<file path="config.mk">
export PLATFORM = sky130hd
export DESIGN_NAME = pipeline_hazard_ctrl
export DESIGN_NICKNAME = d
export VERILOG_FILES = /design/src/rtl/hazard_pkg.sv /design/src/rtl/mem_wait_fsm.sv /design/src/rtl/pipeline_hazard_ctrl.sv
export SDC_FILE = /design/constraint.sdc
export NUM_CORES = 1
export LEC_CHECK = 0
export CORE_ASPECT_RATIO = 2
export CORE_MARGIN = 4
export CORE_UTILIZATION = 33
export DETAILED_ROUTE_END_ITERATION = 12
export PLACE_DENSITY_LB_ADDON = 0.08
export SYNTH_ARGS = -nofsm -noshare
export SYNTH_HDL_FRONTEND = slang
export SYNTH_HIERARCHICAL = 1
export SYNTH_SLANG_ARGS = --single-unit
</file>
<file path="constraint.sdc">
create_clock -name clk -period 4.48 [get_ports clk]
set_input_delay 0.896 -clock clk [delete_from_list [all_inputs] [get_ports clk]]
set_output_delay 0.896 -clock clk [all_outputs]
set_load 0.02 [all_outputs]
</file>
<file path="src/rtl/hazard_pkg.sv">
// Shared encodings for the pipeline hazard controller.
//   FWD_*      : EX-stage forwarding mux selects (SrcA / SrcB)
//   RES_*      : result-source encodings carried with each instruction
//   hz_state_t : data-memory wait FSM states
package hazard_pkg;

  localparam logic [1:0] FWD_RF  = 2'b00;
  localparam logic [1:0] FWD_WB  = 2'b01;
  localparam logic [1:0] FWD_MEM = 2'b10;
  localparam logic [1:0] FWD_IMM = 2'b11;

  localparam logic [1:0] RES_ALU  = 2'b00;
  localparam logic [1:0] RES_LOAD = 2'b01;
  localparam logic [1:0] RES_PC4  = 2'b10;
  localparam logic [1:0] RES_IMM  = 2'b11;

  typedef enum logic [1:0] {
    RUN      = 2'b00,
    MEM_WAIT = 2'b01,
    MEM_ERR  = 2'b10
  } hz_state_t;

endpackage

</file>
<file path="src/rtl/mem_wait_fsm.sv">
// Data-memory wait tracker for the MEM stage.
//   state    | meaning
//   RUN      | no outstanding access; a request without ack starts a wait
//   MEM_WAIT | access outstanding; waitCnt counts stalled cycles so far
//   MEM_ERR  | access timed out; pipeline frozen until rst
// Ports:
//   clk, rst          clock, async active-high reset
//   memReqM, memAckM  MEM-stage request / completion
//   memWait           pipeline must hold this cycle (combinational)
//   memErr            sticky timeout flag
module mem_wait_fsm
  import hazard_pkg::*;
#(
  parameter int MEM_TIMEOUT = 16
) (
  input  logic clk,
  input  logic rst,
  input  logic memReqM,
  input  logic memAckM,
  output logic memWait,
  output logic memErr
);

  localparam int CNT_W = $clog2(MEM_TIMEOUT);

  hz_state_t        state, state_nxt;
  logic [CNT_W-1:0] waitCnt, cnt_nxt;
  logic             err_nxt;

  always_ff @(posedge clk or posedge rst) begin
    if (rst) begin
      state   <= RUN;
      waitCnt <= '0;
      memErr  <= 1'b0;
    end else begin
      state   <= state_nxt;
      waitCnt <= cnt_nxt;
      memErr  <= err_nxt;
    end
  end

  always_comb begin
    state_nxt = state;
    cnt_nxt   = waitCnt;
    err_nxt   = memErr;
    memWait   = 1'b0;
    case (state)
      RUN: begin
        if (memReqM && !memAckM) begin
          memWait   = 1'b1;
          state_nxt = MEM_WAIT;
          cnt_nxt   = CNT_W'(1);
        end
      end
      MEM_WAIT: begin
        if (memAckM) begin
          // ack releases the pipeline in the same cycle it arrives
          state_nxt = RUN;
          cnt_nxt   = '0;
        end else begin
          memWait = 1'b1;
          if (waitCnt == CNT_W'(MEM_TIMEOUT - 1)) begin
            state_nxt = MEM_ERR;
            err_nxt   = 1'b1;
          end else begin
            cnt_nxt = waitCnt + CNT_W'(1);
          end
        end
      end
      MEM_ERR: begin
        memWait = 1'b1;
      end
      default: begin
        state_nxt = RUN;
        cnt_nxt   = '0;
      end
    endcase
  end

endmodule

</file>
<file path="src/rtl/pipeline_hazard_ctrl.sv">
// Hazard and stall controller for the 5-stage RISC-V pipeline.
// Build option: HAZARD_PERF_EN adds saturating stall/flush performance counters;
// without it perfStall/perfFlush read 0.
// Ports:
//   clk, rst                     clock, async active-high reset
//   Rs1D/Rs2D, Rs1E/Rs2E         source registers in ID / EX
//   RdE, resultSrcE              EX destination and result select (load detection)
//   RdM, regWriteM, resultSrcM   MEM writeback info (forward source)
//   RdW, regWriteW               WB writeback info (forward source)
//   PCSrcE                       taken branch/jump resolved in EX
//   memReqM, memAckM             data-memory handshake
//   forwardAE, forwardBE         EX SrcA/SrcB forwarding selects
//   stallF/D/E/M, flushD/E/W     pipeline register controls
//   memErr                       sticky memory-timeout flag
//   perfStall, perfFlush         performance counters
module pipeline_hazard_ctrl
  import hazard_pkg::*;
#(
  parameter int MEM_TIMEOUT = 16,
  parameter int PERF_W      = 32
) (
  input  logic              clk,
  input  logic              rst,
  input  logic [4:0]        Rs1D,
  input  logic [4:0]        Rs2D,
  input  logic [4:0]        Rs1E,
  input  logic [4:0]        Rs2E,
  input  logic [4:0]        RdE,
  input  logic [1:0]        resultSrcE,
  input  logic [4:0]        RdM,
  input  logic [4:0]        RdW,
  input  logic              regWriteM,
  input  logic              regWriteW,
  input  logic [1:0]        resultSrcM,
  input  logic              PCSrcE,
  input  logic              memReqM,
  input  logic              memAckM,
  output logic [1:0]        forwardAE,
  output logic [1:0]        forwardBE,
  output logic              stallF,
  output logic              stallD,
  output logic              stallE,
  output logic              stallM,
  output logic              flushD,
  output logic              flushE,
  output logic              flushW,
  output logic              memErr,
  output logic [PERF_W-1:0] perfStall,
  output logic [PERF_W-1:0] perfFlush
);

  logic memWait;
  logic lwStall;

  mem_wait_fsm #(.MEM_TIMEOUT(MEM_TIMEOUT)) u_mem_wait (
    .clk     (clk),
    .rst     (rst),
    .memReqM (memReqM),
    .memAckM (memAckM),
    .memWait (memWait),
    .memErr  (memErr)
  );

  // MEM has priority over WB (younger result); x0 is never forwarded.
  function automatic logic [1:0] fwd_sel(input logic [4:0] rs);
    logic [1:0] sel;
    sel = FWD_RF;
    if (rs != 5'd0) begin
      if (regWriteM && RdM == rs)
        sel = (resultSrcM == RES_IMM) ? FWD_IMM : FWD_MEM;
      else if (regWriteW && RdW == rs)
        sel = FWD_WB;
    end
    return sel;
  endfunction

  always_comb begin
    forwardAE = fwd_sel(Rs1E);
    forwardBE = fwd_sel(Rs2E);
  end

  // A taken branch makes the ID instruction wrong-path, so no load-use stall.
  assign lwStall = (resultSrcE == RES_LOAD) && (RdE != 5'd0) &&
                   ((RdE == Rs1D) || (RdE == Rs2D)) && !PCSrcE;

  // A memory wait freezes everything; branch/load-use act once it releases.
  always_comb begin
    stallF = memWait | lwStall;
    stallD = memWait | lwStall;
    stallE = memWait;
    stallM = memWait;
    flushW = memWait;
    flushD = !memWait & PCSrcE;
    flushE = !memWait & (PCSrcE | lwStall);
  end

`ifdef HAZARD_PERF_EN
  logic [PERF_W-1:0] stall_cnt, flush_cnt;

  always_ff @(posedge clk or posedge rst) begin
    if (rst) begin
      stall_cnt <= '0;
      flush_cnt <= '0;
    end else begin
      if (stallF && stall_cnt != '1)
        stall_cnt <= stall_cnt + PERF_W'(1);
      if (PCSrcE && !memWait && flush_cnt != '1)
        flush_cnt <= flush_cnt + PERF_W'(1);
    end
  end

  assign perfStall = stall_cnt;
  assign perfFlush = flush_cnt;
`else
  assign perfStall = '0;
  assign perfFlush = '0;
`endif

endmodule

</file>
Figure 1. Cells colored by class.
The bar under the picture is 20 um long. Fill, decap, tap and diode cells in gray.
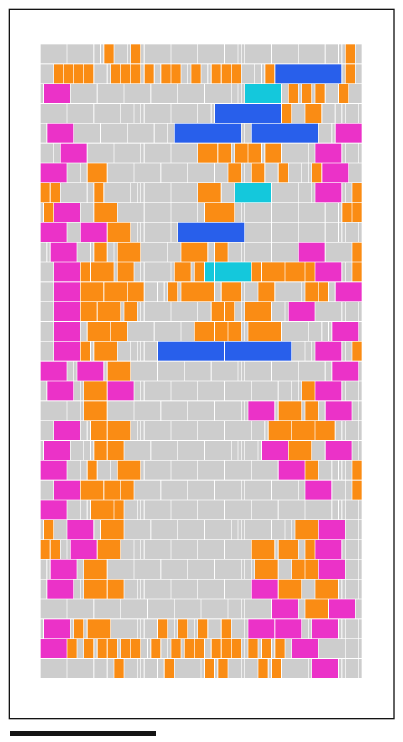
other buffers and delay cells -> magenta  # cells 57
clock drivers and dummy loads -> cyan  # cells 4
combinational and other logic -> orange  # cells 155
flops -> blue  # cells 7
Placement Rows: 32
Finished Cell Area: 1720 sq um

Figure 2. Sequential cells colored by netlist name.
The bar under the picture is 20 um long. Other sequential cells in the stronger gray, the rest of the logic in the fainter gray.
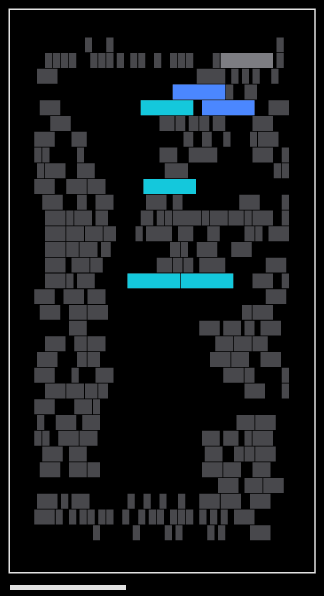
u_mem_wait/waitCnt -> cyan  # flops 4, where center
u_mem_wait/state -> blue  # flops 2
not colored = 1
flip-flop and latch share of the layout cell area: 0.102
sequential group power: 0.0759 mW
sequential cell area: 175 sq um
Layout Utilization: 0.447

Figure 3. Routing congestion map.
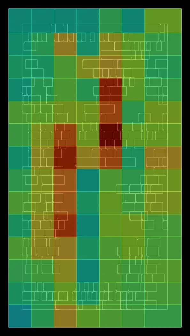
met2 global-route usage: 0.308
met1 global-route usage: 0.102
routing layer with the top usage in global route: met2
met3 track utilization from global routing: 0.0276

Figure 4. Cell density map.
The die is cut into 5 by 10 equal tiles; black is low, pale yellow is high, 0 to 100% covered.
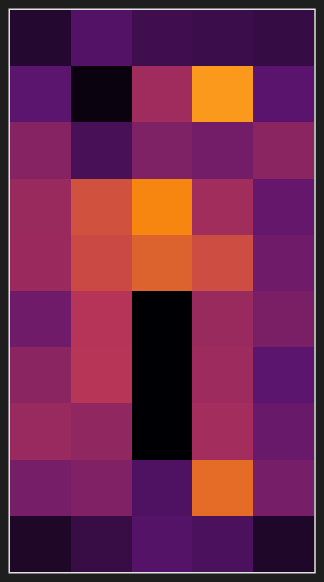
nearly empty tiles = 6.0%
mean over tiles = 32%
tiles over 75% full = 2.0%
fullest tile = 78%
FP Core Util: 0.341
Core Box Area: 3840 sq um

==> summary.rpt <==
=== SYNTHESIS / PLACE & ROUTE SUMMARY ===
----------------------------------------------------
[Status]
  Outcome ........................ completed

[CTS]
  TritonCTS clock tree ........................ built
  Total of cells resized after clock tree synthesis ........................ 0
  Buffer cell driving the clock tree root ........................ sky130_fd_sc_hd__clkbuf_8
  Clock tree sinks ........................ 7
  Post-CTS Repair Setup Buffers ........................ 0
  Hold_buf cts ........................ 0
  H-tree levels ........................ 1

[Worst setup path]
  Critical Setup Path Class ........................ primary input to primary output
  Crit path max fanout ........................ 3
  RR Startpoint ........................ u_mem_wait/waitCnt[0]

[Placement]
  Number of I/O port buffers ........................ 57

[Floorplanning]
  Die Span Y ........................ 97.1 um
  Die width ........................ 52.6 um
  Area of the chip ........................ 5110 sq um

[Logic synthesis]
  Count of distinct cell types in the synthesized netlist ........................ 33
  Registers, synthesis ........................ 7
  Top area cell types ........................ sky130_fd_sc_hd__buf_4 38%, sky130_fd_sc_hd__dfrtp_1 13%, sky130_fd_sc_hd__xor2_1 13%, sky130_fd_sc_hd__xnor2_1 6.7%, sky130_fd_sc_hd__a21oi_1 2.7%
  Area reported by Yosys stat ........................ 1310 sq um
  Number of synthesis warnings ........................ 6
  Fraction of synthesis flops using an asynchronous set or reset pin ........................ 1.00
  Number of flops mapped to enable cells by yosys ........................ 0
  Most common library cells after synthesis ........................ 67 x sky130_fd_sc_hd__buf_4, 20 x sky130_fd_sc_hd__xor2_1, 10 x sky130_fd_sc_hd__xnor2_1
  Part of the Yosys area used for sequential elements ........................ 0.134
  Combined area of all synthesized cells ........................ 1310 sq um

[Route]
  Number of antenna-violating nets in the routed design ........................ 0
  Via count ........................ 1113
  Wire length per cell after detailed routing ........................ 13.6 um
  Mean number of vias per cell ........................ 4.06
  WL final ........................ 3.74 mm

[GRT]
  First-pass GRT wire length ........................ 5.49 mm
  GRT Resource Usage Total ........................ 0.142
  Antenna violations before repair ........................ 0

[Flow run]
  Number of logged tool warnings ........................ 26

[Final timing]
  Number of hold violations in the final report ........................ 0
  Max frequency ........................ 258 MHz
  Setup-violating endpoint count in the final report ........................ 0
  Unrepaired setup endpoints after global routing ........................ false
  TNS Setup ........................ 0 ps
  Count of final max-slew check failures ........................ 0

[Worst hold path]
  Hold Crit Start ........................ u_mem_wait/memErr

[Pwr]
  Peak supply drop ........................ 0.0689 mV
  Power density over cell area ........................ 191 nW/um^2

[Final layout]
  Final nets ........................ 271

----------------------------------------------------
-- area by class of cell --
class	instances	area [sq um]	area share
clock buffers	4	45.0	0.0262
inverters	2	7.51	0.00437
multi-input cells	153	857	0.499
flip-flops and latches	7	175	0.102
well taps	51	63.8	0.0371
repair buffers	57	571	0.332
-- report_power, final --
group | internal (mW) | switching, mW | leakage [nW]
Combinational | 0.0675 | 0.0960 | 0.661
Sequential | 0.0683 | 0.00763 | 0.0935
Clock | 0.0615 | 0.0270 | 0.0228
Total | 0.197 | 0.131 | 0.778
-- layout by cell type, fill, tap and decap left out, types with 2 or more instances in the layout --
cell type / n
sky130_fd_sc_hd__nand2_1: 6
sky130_fd_sc_hd__clkdlybuf4s50_1: 57
sky130_fd_sc_hd__nor3_1: 2
sky130_fd_sc_hd__dfrtp_1: 7
sky130_fd_sc_hd__nand2b_1: 2
sky130_fd_sc_hd__nand3_1: 7
sky130_fd_sc_hd__xnor2_1: 10
sky130_fd_sc_hd__nor2_1: 7
sky130_fd_sc_hd__clkbuf_8: 3
sky130_fd_sc_hd__or2_0: 2
sky130_fd_sc_hd__a21oi_1: 7
sky130_fd_sc_hd__nand4_1: 2
sky130_fd_sc_hd__inv_1: 2
sky130_fd_sc_hd__nor4_1: 4
sky130_fd_sc_hd__conb_1: 64
sky130_fd_sc_hd__o21ai_0: 3
sky130_fd_sc_hd__xor2_1: 20
sky130_fd_sc_hd__or4_1: 2
-- layer usage --
layer  global-route usage  part of all wire  vias up
met5                    0                 0        -
met4               0.0531             0.011        0
met3               0.0276             0.082        2
met2                0.308              0.64       76
met1                0.102              0.27      497
li1                     -                 -      538
-- through the flow --
stage          instances   util  power (mW)  setup slack (ps)
6_report             274  0.447       0.328               605
5_1_grt              274  0.447       0.348               458
4_1_cts              274  0.447       0.329               604
3_5_place_dp         270  0.436       0.238               620
3_3_place_gp         270  0.436       0.236               628
2_1_floorplan        230      -       0.214              1550
-- cell families after synthesis --
kind of cell               Yosys count  synth area share
other                                1           0.00286
muxes                                1           0.00763
DFF                                  7             0.134
adders and majority gates            1           0.00954
xor gates and xnor gates            30             0.200
buffers and inverters               70             0.393
and+or+nand+nor                     41             0.176
AOI/OAI and AO/OA                   16            0.0773
-- state kept, by name, indices dropped and copies added, names as in the netlist --
signal / count
u_mem_wait/memErr: 1
u_mem_wait/state: 2
u_mem_wait/waitCnt: 4
-- final timing paths --
check | cells after the start | endpoint | slack (ps)
setup / recovery | 7 | forwardAE[0] | 610
min in group asynchronous | 2 | u_mem_wait/waitCnt[1] | 920
hold reg to reg | 1 | u_mem_wait/memErr | 470
setup reg to reg | 4 | u_mem_wait/waitCnt[3] | 3110
max in group asynchronous | 2 | u_mem_wait/waitCnt[0] | 3340
hold / removal | 1 | u_mem_wait/memErr | 470
-- worst max-delay path, cell delays in order --
cell	delay [ps]
sky130_fd_sc_hd__clkdlybuf4s50_1	490
sky130_fd_sc_hd__xor2_1	180
sky130_fd_sc_hd__nor4_1	280
sky130_fd_sc_hd__nand3_1	160
sky130_fd_sc_hd__or2_0	230
sky130_fd_sc_hd__a21oi_1	130
sky130_fd_sc_hd__clkdlybuf4s50_1	620
Power figures rest on the tool's default switching activity, not on a simulated workload.
